Figure 1. Signal metal coverage by tile.
(4 px per µm) The die is cut into 17 by 17 equal tiles; white is low, dark blue is high, scaled to the fullest tile. Values are wire area over tile area, all layers added.
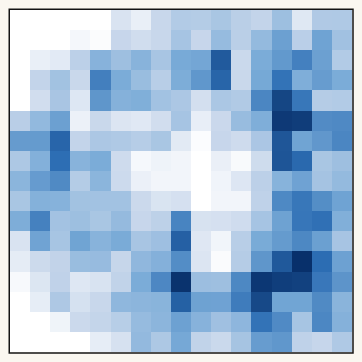
Figure 2. Wires at chosen ports, followed through buffers.
(6 px per µm)
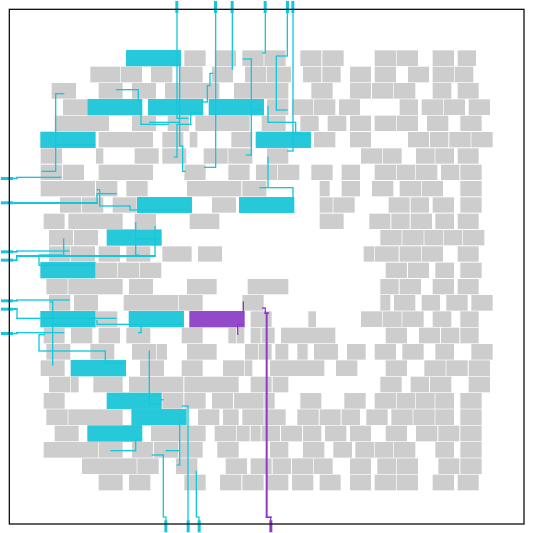
Figure 3. Gate families picked out.
(4 px per µm)
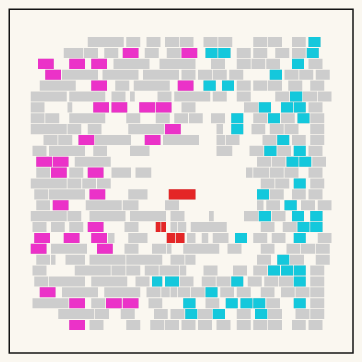
$ cat src/rtl/mem_port_arbiter.sv
// mem_port_arbiter: shares the data-side load/write ports of the 64KB byte memory between
// client 0 (LSU) and client 1 (loader/DMA). Optional macro ARB_STARVE_EN adds a client-1 starvation guard.
module mem_port_arbiter #(
  parameter int STARVE_LIMIT = 8,
  parameter int CNT_W        = 4
) (
  input  logic        clk,
  input  logic        reset,
  input  logic        c0_req,
  input  logic        c0_we,
  input  logic [15:0] c0_addr,
  input  logic [15:0] c0_wdata,
  output logic        c0_gnt,
  output logic        c0_rvalid,
  output logic [15:0] c0_rdata,
  input  logic        c1_req,
  input  logic        c1_we,
  input  logic [15:0] c1_addr,
  input  logic [15:0] c1_wdata,
  input  logic        c1_lock,
  output logic        c1_gnt,
  output logic        c1_rvalid,
  output logic [15:0] c1_rdata,
  output logic [15:0] mem_ldaddr,
  input  logic [15:0] mem_lddata,
  output logic        mem_wen,
  output logic [15:0] mem_waddr,
  output logic [15:0] mem_wdata,
  output logic        owner
);

  // state | meaning
  // ARB_IDLE  | fixed priority, client 0 first
  // ARB_LOCK1 | client 1 burst owns the port; client 0 blocked
  localparam logic ARB_IDLE  = 1'b0;
  localparam logic ARB_LOCK1 = 1'b1;

  logic        state;
  logic        state_nxt;
  logic        starve_hit;
  logic        sel_we;
  logic [15:0] sel_addr;
  logic [15:0] sel_wdata;

  if (2**CNT_W <= STARVE_LIMIT) begin : g_cnt_w_check
    $error("CNT_W too narrow to hold STARVE_LIMIT");
  end

`ifdef ARB_STARVE_EN
  logic [CNT_W-1:0] starve_cnt;

  assign starve_hit = (starve_cnt == CNT_W'(STARVE_LIMIT));

  // counts cycles client 1 waits with a request up; the grant clears it
  always_ff @(posedge clk or posedge reset) begin
    if (reset) begin
      starve_cnt <= '0;
    end else if (c1_gnt) begin
      starve_cnt <= '0;
    end else if (c1_req && !starve_hit) begin
      starve_cnt <= starve_cnt + 1'b1;
    end
  end
`else
  assign starve_hit = 1'b0;
`endif

  always_comb begin
    c0_gnt = 1'b0;
    c1_gnt = 1'b0;
    if (state == ARB_LOCK1) begin
      c1_gnt = c1_req;
    end else if (c1_req && starve_hit) begin
      c1_gnt = 1'b1;
    end else if (c0_req) begin
      c0_gnt = 1'b1;
    end else begin
      c1_gnt = c1_req;
    end
  end

  always_comb begin
    state_nxt = state;
    case (state)
      ARB_IDLE:  if (c1_gnt && c1_lock) state_nxt = ARB_LOCK1;
      default:   if (!c1_lock) state_nxt = ARB_IDLE;
    endcase
  end

  assign sel_we    = c1_gnt ? c1_we    : c0_we;
  assign sel_addr  = c1_gnt ? c1_addr  : c0_addr;
  assign sel_wdata = c1_gnt ? c1_wdata : c0_wdata;

  // idle memory buses are forced to zero so nothing downstream sees stale operands
  always_comb begin
    mem_ldaddr = 16'h0000;
    mem_wen    = 1'b0;
    mem_waddr  = 16'h0000;
    mem_wdata  = 16'h0000;
    if (c0_gnt || c1_gnt) begin
      if (sel_we) begin
        mem_wen   = 1'b1;
        mem_waddr = sel_addr;
        mem_wdata = sel_wdata;
      end else begin
        mem_ldaddr = sel_addr;
      end
    end
  end

  always_ff @(posedge clk or posedge reset) begin
    if (reset) begin
      state     <= ARB_IDLE;
      owner     <= 1'b0;
      c0_rvalid <= 1'b0;
      c0_rdata  <= 16'h0000;
      c1_rvalid <= 1'b0;
      c1_rdata  <= 16'h0000;
    end else begin
      state     <= state_nxt;
      c0_rvalid <= c0_gnt && !c0_we;
      c1_rvalid <= c1_gnt && !c1_we;
      if (c0_gnt && !c0_we) c0_rdata <= mem_lddata;
      if (c1_gnt && !c1_we) c1_rdata <= mem_lddata;
      if (c0_gnt || c1_gnt) owner <= c1_gnt;
    end
  end

endmodule

$ cat config.mk
export PLATFORM = sky130hd
export DESIGN_NAME = mem_port_arbiter
export DESIGN_NICKNAME = d
export VERILOG_FILES = /design/src/rtl/mem_port_arbiter.sv
export SDC_FILE = /design/constraint.sdc
export NUM_CORES = 1
export LEC_CHECK = 0
export ABC_CLOCK_PERIOD_IN_PS = 3900
export CORE_MARGIN = 5
export CORE_UTILIZATION = 33
export DETAILED_ROUTE_END_ITERATION = 8
export GPL_TIMING_DRIVEN = 0
export PLACE_DENSITY = 0.91
export SLEW_MARGIN = 5
export SYNTH_ARGS = -nofsm -noshare
export SYNTH_HDL_FRONTEND = slang
export SYNTH_SLANG_ARGS = --single-unit
$ cat constraint.sdc
create_clock -name clk -period 3.9 [get_ports clk]
set_input_delay 0.585 -clock clk [delete_from_list [all_inputs] [get_ports clk]]
set_output_delay 0.585 -clock clk [all_outputs]
set_load 0.01 [all_outputs]
==> impl_metrics.xml <==
<?xml version="1.0" encoding="UTF-8"?>
<metrics>
  <group name="final_timing">
    <metric name="worst_hold_slack" unit="ps">502</metric>
    <metric name="final_sum_of_negative_setup_slack" unit="ps">0</metric>
    <metric name="grt_setup_unrepaired" unit="">false</metric>
    <metric name="final_critical_path_setup_slack" unit="ps">757</metric>
    <metric name="tightest_slew" unit="ps">725</metric>
    <metric name="period_used_share" unit="%">80.6</metric>
    <metric name="max_clock_freq" unit="GHz">0.318</metric>
    <metric name="post-route-min-period" unit="ps">3140</metric>
    <metric name="slew_headroom" unit="%">51.6</metric>
  </group>
  <group name="placed_design">
    <metric name="dpl.cell_count" unit="">388</metric>
    <metric name="dpl_cell_area" unit="µm²">3690</metric>
    <metric name="globalplace.congestion" unit="">0.892</metric>
    <metric name="portBuffers" unit="">172</metric>
  </group>
  <group name="setup_path">
    <metric name="slowest_delay" unit="ps">580</metric>
    <metric name="critPathArrivalTime" unit="ps">2560</metric>
    <metric name="worstReg2RegStart" unit="">state</metric>
    <metric name="cp_data_required_time" unit="ps">3310</metric>
    <metric name="cp-endpoint" unit="">mem_waddr[10]</metric>
    <metric name="timing.critical_path.mode_cell" unit="">sky130_fd_sc_hd__clkdlybuf4s50_1</metric>
    <metric name="critical_path.startpoint" unit="">c1_we</metric>
    <metric name="r2r-end" unit="">c1_rdata[9]</metric>
    <metric name="cell_count_of_the_worst_reg_to_reg_path" unit="">5</metric>
    <metric name="worstPathBufferInverterCount" unit="">4</metric>
    <metric name="crit_family" unit="">buffers and inverters</metric>
    <metric name="rrSetupSlack" unit="ps">2320</metric>
    <metric name="worst_setup_path_start_kind" unit="">input pin</metric>
  </group>
  <group name="logic_synthesis">
    <metric name="synth.area.mux_share" unit="%">19.1</metric>
    <metric name="post_synth_main_area_contributors" unit="">sky130_fd_sc_hd__dfrtp_1 (48%), sky130_fd_sc_hd__a22o_1 (21%), sky130_fd_sc_hd__mux2_2 (19%), sky130_fd_sc_hd__buf_6 (3.0%), sky130_fd_sc_hd__buf_2 (1.6%)</metric>
    <metric name="synth_simple_gate_area_share" unit="%">4.39</metric>
    <metric name="yosys.stat.seqShare" unit="%">47.8</metric>
    <metric name="yosysCellCount" unit="">144</metric>
    <metric name="netlist.area_leader.share" unit="%">47.8</metric>
    <metric name="syn-instance-count" unit="">144</metric>
    <metric name="netlist_top_cells_count" unit="">sky130_fd_sc_hd__a22o_1 (46), sky130_fd_sc_hd__dfrtp_1 (36), sky130_fd_sc_hd__mux2_2 (32), sky130_fd_sc_hd__buf_2 (6), sky130_fd_sc_hd__buf_6 (5)</metric>
    <metric name="logic_family" unit="">AND-OR/OR-AND gates</metric>
    <metric name="floorplan_net_count" unit="">231</metric>
    <metric name="synth-xor-area-share" unit="%">0</metric>
    <metric name="synth_top_cell_by_area" unit="">sky130_fd_sc_hd__dfrtp_1</metric>
    <metric name="edf_count" unit="">0</metric>
    <metric name="yosys.area_share.adder" unit="%">0</metric>
  </group>
  <group name="job">
    <metric name="timing.max_cap.violations" unit="">0</metric>
    <metric name="warnings" unit="">26</metric>
  </group>
  <group name="drt">
    <metric name="drt-initial-drc-count" unit="">60</metric>
    <metric name="wl_met3" unit="µm">764</metric>
    <metric name="routed_via_density" unit="">5.07</metric>
    <metric name="drt_pass1_iterations" unit="">4</metric>
    <metric name="drtAntennaViolNets" unit="">0</metric>
    <metric name="met2RoutedLength" unit="mm">3.83</metric>
    <metric name="route.detailed.drc" unit="">0</metric>
    <metric name="avgRoutedWirePerCell" unit="µm">19.2</metric>
  </group>
  <group name="pwr">
    <metric name="intPower" unit="W">0.000912</metric>
    <metric name="power_switching" unit="W">0.000338</metric>
    <metric name="vdd_ir_drop_max" unit="mV">0.313</metric>
    <metric name="pwr.group.combinational" unit="W">0.000511</metric>
    <metric name="power_density" unit="nW/µm²">330</metric>
    <metric name="share_clk_of_total_power" unit="%">21.4</metric>
    <metric name="p_seq" unit="W">0.000472</metric>
    <metric name="totalPowerFinal" unit="W">0.00125</metric>
    <metric name="seq_power_share" unit="%">37.8</metric>
  </group>
  <group name="finish">
    <metric name="mostFrequentLayoutCells" unit="">sky130_fd_sc_hd__clkdlybuf4s50_1 (172), sky130_fd_sc_hd__a22o_1 (46), sky130_fd_sc_hd__dfrtp_1 (36), sky130_fd_sc_hd__mux2_2 (32)</metric>
    <metric name="fin_area" unit="µm²">3780</metric>
    <metric name="buffers_excl_clock" unit="">186</metric>
    <metric name="n_fill_cell" unit="">439</metric>
    <metric name="area.share.sequential" unit="%">23.8</metric>
    <metric name="dominant_cells" unit="">non-clock buffers</metric>
    <metric name="finalNetCount" unit="">410</metric>
    <metric name="final-seq-area" unit="µm²">901</metric>
    <metric name="final_core_util" unit="%">68.3</metric>
    <metric name="syn2layout_area_growth" unit="%">101</metric>
    <metric name="n_antenna_cell" unit="">0</metric>
    <metric name="post_route_cells_drive_above_1_share" unit="%">17.6</metric>
  </group>
  <group name="clocking">
    <metric name="ctsHoldBuffers" unit="">0</metric>
    <metric name="cts_resized" unit="">0</metric>
    <metric name="clock_sinks" unit="">36</metric>
    <metric name="cts.reportedPaths.clkPinSlew" unit="ps">70</metric>
    <metric name="post-cts-setup-buffers" unit="">0</metric>
    <metric name="clock_tree.root_cell" unit="">sky130_fd_sc_hd__clkbuf_8</metric>
    <metric name="tritoncts" unit="">yes</metric>
    <metric name="h-tree-depth" unit="">2</metric>
    <metric name="clkLatencyLatePin" unit="ps">280</metric>
    <metric name="clockBufferDepth" unit="">2</metric>
  </group>
  <group name="global_routing">
    <metric name="grt_util_met3" unit="%">7.30</metric>
    <metric name="grt_start_max_net_pins" unit="">37</metric>
    <metric name="antenna_violations_before_repair" unit="">0</metric>
    <metric name="grt-ovfl-total" unit="">0</metric>
    <metric name="grt_use_met2" unit="%">37.4</metric>
    <metric name="grt-busiest-layer" unit="">met2</metric>
    <metric name="grt_pass1_vias" unit="">2193</metric>
  </group>
  <group name="floorplan">
    <metric name="fp_util" unit="%">34.0</metric>
    <metric name="coreArea" unit="µm²">5540</metric>
    <metric name="die_area" unit="µm²">7320</metric>
    <metric name="rows" unit="">27</metric>
    <metric name="die_x" unit="µm">85.5</metric>
    <metric name="tapCellCount" unit="">72</metric>
  </group>
  <group name="worst_hold_path">
    <metric name="hold_path_startpoint" unit="">state</metric>
    <metric name="hold_critical_path_endpoint" unit="">state</metric>
  </group>
  <group name="outcome">
    <metric name="outcome" unit="">complete, no violations</metric>
  </group>
</metrics>
## Picture notes: Figure 1
tiles over half the peak = 28%
fullest tile = 0.47
mean over tiles = 0.18
nearly empty tiles = 8.0%
densest ninth of the die = lower right
drt total wl: 7.61 mm
GRT Util Overall: 20.7%
total number of vias: 2008

## Picture notes: Figure 2
purple -> owner  # direction output, end cells 1, buffers 1, wire 41.6 µm
cyan -> c0_rdata  # direction output, end cells 16, buffers 16, wire 510 µm

## Picture notes: Figure 3
magenta -> multiplexers  # cells 32, most used mux2_2
red -> NOR gates  # cells 5, most used nor2_1
cyan -> AND-OR and OR-AND gates  # cells 48, most used a22o_1
final std cells w/o fill: 396
most instantiated logic cell after routing: sky130_fd_sc_hd__clkdlybuf4s50_1

Power figures rest on the tool's default switching activity, not on a simulated workload.
